$ cat config.mk
export PLATFORM = sky130hd
export DESIGN_NAME = mem_port_arbiter
export DESIGN_NICKNAME = d
export VERILOG_FILES = /design/src/rtl/mem_port_arbiter.sv
export SDC_FILE = /design/constraint.sdc
export NUM_CORES = 1
export LEC_CHECK = 0
export CORE_AREA = 2 2 127 129
export CTS_CLUSTER_SIZE = 16
export DETAILED_ROUTE_END_ITERATION = 10
export DIE_AREA = 0 0 129 131
export GPL_TIMING_DRIVEN = 1
export PLACE_DENSITY_LB_ADDON = 0.08
export SYNTH_ARGS = -nofsm -noshare
export SYNTH_HDL_FRONTEND = slang
export SYNTH_SLANG_ARGS = --single-unit
$ cat constraint.sdc
create_clock -name clk_i -period 2.4 [get_ports clk_i]
set_clock_uncertainty 0.15 [all_clocks]
set_input_delay 0.24 -clock clk_i [delete_from_list [all_inputs] [get_ports clk_i]]
set_output_delay 0.24 -clock clk_i [all_outputs]
set_load 0.02 [all_outputs]
$ cat src/rtl/mem_port_arbiter.sv
`default_nettype none
// ============================================================================
// Module   : mem_port_arbiter
// Brief    : Shares the core's single memory port between the debug/boot
//            loader, the load-store unit and instruction fetch. One
//            transaction is in flight at a time (address phase, then
//            response phase). Lost responses time out, and the pipeline is
//            held while an lsu access is pending.
// Revision : 1.0 - initial release
// ============================================================================
module mem_port_arbiter #(
  parameter int AW         = 32,
  parameter int DW         = 32,
  parameter int TIMEOUT    = 16,
  parameter int STARVE_MAX = 4
) (
  input  logic            clk_i,
  input  logic            rst_ni,
  // debug / boot loader
  input  logic            dbg_req_i,
  input  logic [AW-1:0]   dbg_addr_i,
  input  logic            dbg_we_i,
  input  logic [DW-1:0]   dbg_wdata_i,
  input  logic [DW/8-1:0] dbg_be_i,
  output logic            dbg_gnt_o,
  output logic            dbg_rvalid_o,
  output logic            dbg_err_o,
  // load-store unit
  input  logic            lsu_req_i,
  input  logic [AW-1:0]   lsu_addr_i,
  input  logic            lsu_we_i,
  input  logic [DW-1:0]   lsu_wdata_i,
  input  logic [DW/8-1:0] lsu_be_i,
  output logic            lsu_gnt_o,
  output logic            lsu_rvalid_o,
  output logic            lsu_err_o,
  // instruction fetch (read-only, full word)
  input  logic            ifu_req_i,
  input  logic [AW-1:0]   ifu_addr_i,
  output logic            ifu_gnt_o,
  output logic            ifu_rvalid_o,
  output logic            ifu_err_o,
  // shared read data
  output logic [DW-1:0]   rdata_o,
  // memory side
  output logic            mem_req_o,
  output logic [AW-1:0]   mem_addr_o,
  output logic            mem_we_o,
  output logic [DW-1:0]   mem_wdata_o,
  output logic [DW/8-1:0] mem_be_o,
  input  logic            mem_gnt_i,
  input  logic            mem_rvalid_i,
  input  logic [DW-1:0]   mem_rdata_i,
  // pipeline / status
  output logic            hold_o,
  output logic            late_rsp_o
);

  localparam int BW = DW / 8;
  localparam int TW = (TIMEOUT > 2) ? $clog2(TIMEOUT) : 1;
  localparam int SW = (STARVE_MAX > 1) ? $clog2(STARVE_MAX + 1) : 1;

  localparam logic [1:0] c_IDLE = 2'd0;
  localparam logic [1:0] c_ADDR = 2'd1;
  localparam logic [1:0] c_DATA = 2'd2;

  localparam logic [1:0] c_OWN_NONE = 2'd0;
  localparam logic [1:0] c_OWN_DBG  = 2'd1;
  localparam logic [1:0] c_OWN_LSU  = 2'd2;
  localparam logic [1:0] c_OWN_IFU  = 2'd3;

  // The grant cycle counts as the first cycle of waiting, so the response
  // phase gives up in the cycle whose timer value is TIMEOUT-2 (the count
  // would reach TIMEOUT-1 there).
  localparam logic [TW-1:0] c_TMO_LAST   = TW'(TIMEOUT - 2);
  localparam logic [SW-1:0] c_STARVE_MAX = SW'(STARVE_MAX);

  logic [1:0]    r_state;
  logic [1:0]    w_next_state;
  logic [1:0]    r_owner;
  logic [AW-1:0] r_addr;
  logic          r_we;
  logic [DW-1:0] r_wdata;
  logic [BW-1:0] r_be;
  logic [SW-1:0] r_starve;
  logic [TW-1:0] r_timer;
  logic          r_late;

  logic [1:0]    w_win;
  logic [AW-1:0] w_win_addr;
  logic          w_win_we;
  logic [DW-1:0] w_win_wdata;
  logic [BW-1:0] w_win_be;
  logic          w_ifu_first;
  logic          w_timeout;
  logic          w_done;

  assign w_ifu_first = (r_starve == c_STARVE_MAX);
  assign w_timeout   = (r_timer == c_TMO_LAST);
  assign w_done      = (r_state == c_DATA) && (mem_rvalid_i || w_timeout);

  // Arbitration: dbg > lsu > ifu, with a starved ifu promoted above lsu.
  always_comb begin
    w_win       = c_OWN_NONE;
    w_win_addr  = '0;
    w_win_we    = 1'b0;
    w_win_wdata = '0;
    w_win_be    = '0;
    if (dbg_req_i) begin
      w_win       = c_OWN_DBG;
      w_win_addr  = dbg_addr_i;
      w_win_we    = dbg_we_i;
      w_win_wdata = dbg_wdata_i;
      w_win_be    = dbg_be_i;
    end else if (ifu_req_i && (w_ifu_first || !lsu_req_i)) begin
      w_win       = c_OWN_IFU;
      w_win_addr  = ifu_addr_i;
      w_win_be    = '1;
    end else if (lsu_req_i) begin
      w_win       = c_OWN_LSU;
      w_win_addr  = lsu_addr_i;
      w_win_we    = lsu_we_i;
      w_win_wdata = lsu_wdata_i;
      w_win_be    = lsu_be_i;
    end
  end

  // State register.
  always_ff @(posedge clk_i or negedge rst_ni) begin
    if (!rst_ni) r_state <= c_IDLE;
    else         r_state <= w_next_state;
  end

  // Next-state logic: arbitrate, wait for address accept, wait for response.
  always_comb begin
    w_next_state = r_state;
    case (r_state)
      c_IDLE:  if (w_win != c_OWN_NONE) w_next_state = c_ADDR;
      c_ADDR:  if (mem_gnt_i)           w_next_state = c_DATA;
      c_DATA:  if (w_done)              w_next_state = c_IDLE;
      default: w_next_state = c_IDLE;
    endcase
  end

  // Transaction payload, owner, starvation count, response timer, late flag.
  always_ff @(posedge clk_i or negedge rst_ni) begin
    if (!rst_ni) begin
      r_owner  <= c_OWN_NONE;
      r_addr   <= '0;
      r_we     <= 1'b0;
      r_wdata  <= '0;
      r_be     <= '0;
      r_starve <= '0;
      r_timer  <= '0;
      r_late   <= 1'b0;
    end else begin
      case (r_state)
        c_IDLE: begin
          if (w_win != c_OWN_NONE) begin
            r_owner <= w_win;
            r_addr  <= w_win_addr;
            r_we    <= w_win_we;
            r_wdata <= w_win_wdata;
            r_be    <= w_win_be;
          end
          // Only arbitrations that ifu took part in move its starvation count.
          if (ifu_req_i) begin
            if (w_win == c_OWN_IFU)             r_starve <= '0;
            else if (r_starve != c_STARVE_MAX)  r_starve <= r_starve + SW'(1);
          end
        end
        c_ADDR: begin
          if (mem_gnt_i) r_timer <= '0;
        end
        c_DATA: begin
          if (w_done) r_owner <= c_OWN_NONE;
          else        r_timer <= r_timer + TW'(1);
        end
        default: ;
      endcase
      // A response with no transaction waiting for it is dropped but noted.
      if (mem_rvalid_i && (r_state != c_DATA)) r_late <= 1'b1;
    end
  end

  // Outputs: memory payload in the address phase, owner handshakes, hold.
  always_comb begin
    mem_req_o    = (r_state == c_ADDR);
    mem_addr_o   = '0;
    mem_we_o     = 1'b0;
    mem_wdata_o  = '0;
    mem_be_o     = '0;
    dbg_gnt_o    = 1'b0;
    lsu_gnt_o    = 1'b0;
    ifu_gnt_o    = 1'b0;
    dbg_rvalid_o = 1'b0;
    lsu_rvalid_o = 1'b0;
    ifu_rvalid_o = 1'b0;
    dbg_err_o    = 1'b0;
    lsu_err_o    = 1'b0;
    ifu_err_o    = 1'b0;
    rdata_o      = '0;
    if (r_state == c_ADDR) begin
      mem_addr_o  = r_addr;
      mem_we_o    = r_we;
      mem_wdata_o = r_wdata;
      mem_be_o    = r_be;
      if (mem_gnt_i) begin
        dbg_gnt_o = (r_owner == c_OWN_DBG);
        lsu_gnt_o = (r_owner == c_OWN_LSU);
        ifu_gnt_o = (r_owner == c_OWN_IFU);
      end
    end
    if (w_done) begin
      dbg_rvalid_o = (r_owner == c_OWN_DBG);
      lsu_rvalid_o = (r_owner == c_OWN_LSU);
      ifu_rvalid_o = (r_owner == c_OWN_IFU);
      dbg_err_o    = (r_owner == c_OWN_DBG) && !mem_rvalid_i;
      lsu_err_o    = (r_owner == c_OWN_LSU) && !mem_rvalid_i;
      ifu_err_o    = (r_owner == c_OWN_IFU) && !mem_rvalid_i;
      rdata_o      = mem_rvalid_i ? mem_rdata_i : '0;
    end
    hold_o = (lsu_req_i || ((r_owner == c_OWN_LSU) && (r_state != c_IDLE)))
             && !lsu_rvalid_o;
  end

  assign late_rsp_o = r_late;

endmodule
`default_nettype wire

==> notes.md <==
flow finished, numbers: Seq pwr share 26.1%, post-detailed-route count of antenna-violating nets 0, non-clock buffer count 350, met3 Use GR 5.497%, post-route minimum period 2.325 ns, Synth Net Count 793, Root Buffer clkbuf_16, Top non-seq family AND-OR/OR-AND gates, reg2reg end r_addr[21], mux share less than 1%, status complete, no violations, Pins Over Slew Limit 0, Die ar. between 15000 and 20000 µm², # hold bufs at CTS 1, mapped cell area ~5200 µm², Non-clock buffers, area share approximately two fifths, switching power 4.153 mW, final worst slack 0.07492 ns, seq_cells 81, die height 131 µm, Adder Area Share less than 1%, Synth top cell by count dfrtp_1, # IOs 322, final setup fails 0, crit path kind reg2out, Non-clk invs 6, detailed placer's ending HPWL 14790 µm, ANT cells 1, total track usage 22.92%, Top Usage Layer GRT met2, measured slew at the worst slew-check pin a little under 0.6 ns, Mean Syn Cell Area 8.963 µm², mi-comb count 421, metal3 WL 1337 µm, worst path arrival time 1.94 ns, top cells by area dfrtp_1, a32oi_1, and2_1, Max Cap Viol 0, Top cell excl fill/tap clkdlybuf4s50_1, cell type with the largest total area dfrtp_1, Max stage delay cell, worst path clkdlybuf4s50_1, via count just under 6000, clock sink total 81, Internal 5.287 mW, die width 129 µm, GRT overflow 0, post-cts sizing count 80
Figure 1. Cell classes on the final placement.
Fill, decap, tap and diode cells in grey.
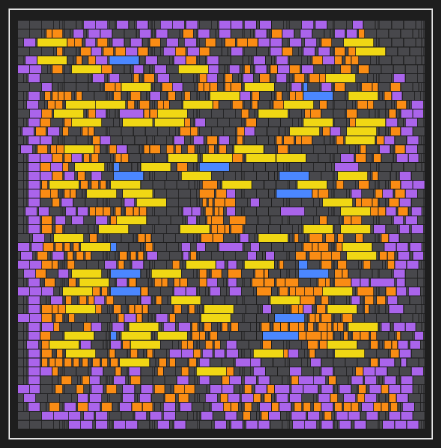
legend:
  blue:
    class: clock drivers and dummy loads
    cells: 16
    share_of_their_area: 3.6%
  yellow:
    class: flops
    cells: 81
    share_of_their_area: 24%
  orange:
    class: combinational and other logic
    cells: 427
    share_of_their_area: 33%
  purple:
    class: other buffers and delay cells
    cells: 350
    share_of_their_area: 40%

Figure 2. Placed standard cells.
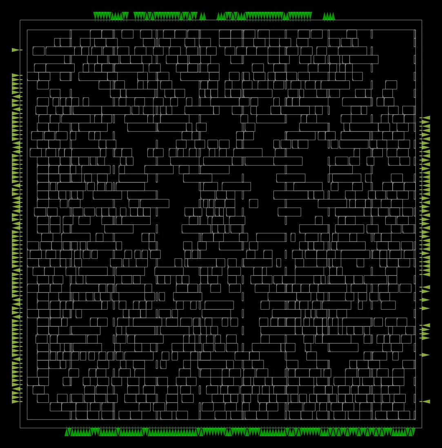
sequential cell area share: 22.80%
Final Util: 56.99%
Tapcells: 216

Power is estimated from default activity; no workload was simulated.
